===== src/rtl/super_sample_packer.sv =====
// Serial-to-parallel packer: gathers SUPER_RATIO samples into one wide word for the FIR input.
// Define PACK_FLUSH_EN to add s_flush (close a partial word early) and m_lanes (valid-lane count).
module super_sample_packer #(
    parameter int SUPER_RATIO = 4,
    parameter int DW          = 32
) (
    input  logic                                clock,
    input  logic                                reset,
    input  logic [DW-1:0]                       s_data,
    input  logic                                s_valid,
    output logic                                s_ready,
`ifdef PACK_FLUSH_EN
    input  logic                                s_flush,
    output logic [$clog2(SUPER_RATIO+1)-1:0]    m_lanes,
`endif
    output logic [DW*SUPER_RATIO-1:0]           m_data,
    output logic                                m_valid,
    input  logic                                m_ready
);

    localparam int IW = $clog2(SUPER_RATIO);
    localparam logic [IW-1:0] LAST = IW'(SUPER_RATIO - 1);

    logic [SUPER_RATIO-2:0][DW-1:0] acc_q, acc_d;
    logic [IW-1:0]                  idx_q, idx_d;
    logic [SUPER_RATIO-1:0][DW-1:0] word;
    logic [DW*SUPER_RATIO-1:0]      m_data_q, m_data_d;
    logic                           m_valid_q, m_valid_d;
    logic                           flush_w;
    logic                           completing;
    logic                           in_xfer;

`ifdef PACK_FLUSH_EN
    localparam int LW = $clog2(SUPER_RATIO + 1);
    logic [LW-1:0] lanes_q, lanes_d;
    assign flush_w = s_flush;
    assign m_lanes = lanes_q;
`else
    assign flush_w = 1'b0;
`endif

    assign completing = (idx_q == LAST) || flush_w;
    assign s_ready    = !completing || !m_valid_q || m_ready;
    assign in_xfer    = s_valid && s_ready;
    assign m_data     = m_data_q;
    assign m_valid    = m_valid_q;

    // Lanes above the current index are zeroed so stale accumulator contents never leak.
    always_comb begin
        word = '0;
        for (int j = 0; j < SUPER_RATIO - 1; j++) begin
            if (IW'(j) < idx_q) begin
                word[j] = acc_q[j];
            end else if (IW'(j) == idx_q) begin
                word[j] = s_data;
            end
        end
        if (idx_q == LAST) begin
            word[SUPER_RATIO-1] = s_data;
        end
    end

    always_comb begin
        acc_d     = acc_q;
        idx_d     = idx_q;
        m_data_d  = m_data_q;
        m_valid_d = m_valid_q;
`ifdef PACK_FLUSH_EN
        lanes_d   = lanes_q;
`endif
        if (m_valid_q && m_ready) begin
            m_valid_d = 1'b0;
        end
        if (in_xfer) begin
            if (completing) begin
                m_data_d  = word;
                m_valid_d = 1'b1;
                idx_d     = '0;
`ifdef PACK_FLUSH_EN
                lanes_d   = LW'(idx_q) + LW'(1);
`endif
            end else begin
                for (int j = 0; j < SUPER_RATIO - 1; j++) begin
                    if (IW'(j) == idx_q) begin
                        acc_d[j] = s_data;
                    end
                end
                idx_d = idx_q + IW'(1);
            end
        end
    end

    always_ff @(posedge clock or posedge reset) begin
        if (reset) begin
            acc_q     <= '0;
            idx_q     <= '0;
            m_data_q  <= '0;
            m_valid_q <= 1'b0;
`ifdef PACK_FLUSH_EN
            lanes_q   <= '0;
`endif
        end else begin
            acc_q     <= acc_d;
            idx_q     <= idx_d;
            m_data_q  <= m_data_d;
            m_valid_q <= m_valid_d;
`ifdef PACK_FLUSH_EN
            lanes_q   <= lanes_d;
`endif
        end
    end

endmodule


===== config.mk =====
export PLATFORM = sky130hd
export DESIGN_NAME = super_sample_packer
export DESIGN_NICKNAME = d
export VERILOG_FILES = /design/src/rtl/super_sample_packer.sv
export SDC_FILE = /design/constraint.sdc
export NUM_CORES = 1
export LEC_CHECK = 0
export CAP_MARGIN = 20
export CORE_ASPECT_RATIO = 0.75
export CORE_MARGIN = 10
export CORE_UTILIZATION = 53
export CTS_CLUSTER_DIAMETER = 150
export DETAILED_ROUTE_END_ITERATION = 12
export GPL_TIMING_DRIVEN = 0
export HOLD_SLACK_MARGIN = 0.15
export PLACE_DENSITY = 0.81
export RECOVER_POWER = 100
export SLEW_MARGIN = 20
export SYNTH_ARGS = -nofsm -noshare
export SYNTH_HDL_FRONTEND = slang
export SYNTH_SLANG_ARGS = --single-unit

===== constraint.sdc =====
create_clock -name clock -period 8.5 [get_ports clock]
set_input_delay 0.85 -clock clock [delete_from_list [all_inputs] [get_ports clock]]
set_output_delay 0.85 -clock clock [all_outputs]
set_load 0.1 [all_outputs]

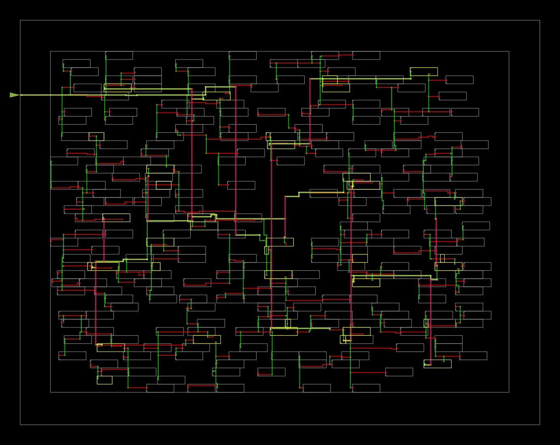
*Clock nets*
clock net sink count: 227
Seq cells: 227
Worst Skew: 0.0128 ns
number of clock buffers in the layout: 33

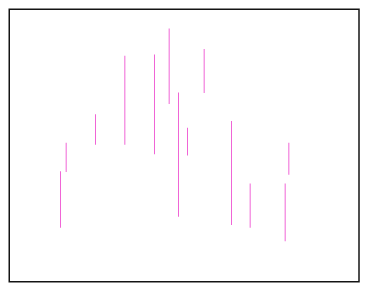
*Metal 4*
Drawn at 2 px/um.
The longest straight run is 61.9 um. 6 nets have wire on it. The layer carries 403 um of wire. The wires run mostly vertical.
WL final: 22.4 mm
Vias: 5745

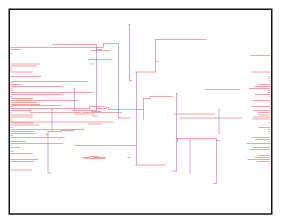
*Signal wires by layer*
Drawn at 1.5 px/um. Two of the layers only.
Key: red = met3 [wire length 1720 um]; purple = met4 [wire length 403 um]
wire per inst: 20.7 um
Total Routing Usage GR: 19.1%

==> impl_metrics.tcl <==
# flow metrics
set metrics [dict create \
    drt-pass1-iter-count 4 \
    syn_to_final_growth_pct 26.7 \
    dp.cells 1045 \
    initial_utilization_pct 53.8 \
    vias_per_cell 5.30 \
    nNetsFinal 867 \
    crit_family "buffers and inverters" \
    synth.distinct_cells 19 \
    worstPathCellList "dlygate4sd3_1, nand3b_1, dlygate4sd3_1" \
    maxCapViolCount 1 \
    met1_usage_pct 25.0 \
    tightest_slew_ns 2.50 \
    postCtsSetupBuffers 0 \
    cp_max_fo 2 \
    max_stage_delay_ns 1.23 \
    yosysWarningCount 0 \
    root_buffer "clkbuf_16" \
    cts_tree "yes" \
    clk_pin_slew_ns 0.06 \
    clk_latency_ns 0.51 \
    hold_buffers 0 \
    r2r_slack_ns 5.62 \
    clock_path_buffers 3 \
    openroad.warnings 31 \
    nonClkBufAreaFrac_pct 15.5 \
    hold_violations 0 \
    synth_nets 676 \
    critical-path-slowest-cell "dlygate4sd3_1" \
    final-clk-cell-share_pct 5.74 \
    start_kind "input pin" \
    netlist_area_sq_um 9440 \
    ant_nets 0 \
    nNonClkBuffers 205 \
    top_layer_used "met4" \
    path_buffers 2 \
    fp-row-count 42 \
    drv_slew 53 \
    chipArea_sq_um 23600 \
    setup-violations-final 0 \
    max-slew-margin-rel_pct -67.8 \
    port_buffers 165 \
    overflow 0 \
    num_tap_cells 242 \
    ys_seq_share_pct 60.2 \
    violations "capacitance limit, slew limit" \
    ios 166 \
    n_antenna_cell 1 \
    arrival_ns 2.82 \
    nNonClkInverters 3 \
    regArea_sq_um 5680 \
    cp_common_cell "dlygate4sd3_1" \
    status "complete, but fails checks" \
    grt_pass1_vias 6282 \
    h-tree-depth 1 \
    biggestCellCategory "sequential cells" \
    wl_met1_mm 9.91 \
    dpl.hpwl_mm 16.0 \
    ys_cells 636 \
    comb_cells 368 \
    end_kind "output port" \
    wl_met3_mm 1.72 \
    place_congestion 0.809 \
    place_ws_ns 4.95 \
    utilization_pct 68.1 \
    dpl_cell_area_sq_um 11500 \
    die_h_um 136 \
    syn_avg_cell_area_sq_um 14.8 \
    cts_resized 0 \
    grt_max_degree 106 \
    drc_errors 0 \
    core_sq_um 17600 \
    grt-busiest-layer "met2" \
    grt_util_met2_pct 30.4 \
    first_iter_violations 326 \
    fin_crit_ns 3.67 \
    hold_class "reg2reg" \
    mi_logic_area_sq_um 3420 \
    wl_met2_mm 10.4 \
    hold_ws_ns 0.480 \
    drive_above_1_share_pct 31.7 \
]
cells by family after synthesis:
logic type / after synthesis / synth area share (%)
simple gates: 74 / 3.21
fa+ha+maj: 4 / 0.530
compound gates: 32 / 1.70
flops: 227 / 60.2
mux: 258 / 32.0
buf+inv: 41 / 2.39
Yosys cell counts (all sizes together):
cell	instances	area share (%)
dfrtp	227	60
inv	3	0.12
ha	4	0.53
nand3b	1	0.080
and3	2	0.13
nor2b	1	0.093
clkbuf	11	0.45
nand3	1	0.053
o21ai	32	1.7
nand2b	1	0.15
mux2	258	32
nand2	68	2.7
buf	27	1.8
cells in the final DEF, fill, tap and decap left out:
cell type,instances
clkbuf_1,39
buf_16,2
dlygate4sd3_1,133
buf_2,2
clkinv_2,3
and3_1,2
mux2_2,226
clkdlybuf4s50_1,32
clkbuf_16,23
clkinvlp_4,1
nand3_1,1
nand2b_1,1
nand3b_1,1
mux2_4,3
nor2b_1,1
clkbuf_8,5
nand2_1,68
diode_2,1
clkinvlp_2,1
inv_1,2
dfrtp_1,227
o21ai_0,32
mux2_1,29
ha_1,4
buf_1,2
path summary, 6_finish.rpt:
kind / from / to / cells past startpoint
max: m_ready / s_ready / 3
min: m_data[56]$_DFFE_PP0P_ / m_data[56]$_DFFE_PP0P_ / 1
max reg2reg: idx_q[1]$_DFFE_PP0N_ / m_data[80]$_DFFE_PP0P_ / 6
min reg2reg: m_data[56]$_DFFE_PP0P_ / m_data[56]$_DFFE_PP0P_ / 1
max in group asynchronous: reset / acc_q[14]$_DFFE_PP0P_ / 3
min in group asynchronous: reset / m_data[125]$_DFFE_PP0P_ / 2
sequential cells by signal, indices dropped and copies added, names as in the netlist:
| name | count |
|---|---|
| acc_q | 96 |
| idx_q | 2 |
| m_data | 128 |
| m_valid | 1 |
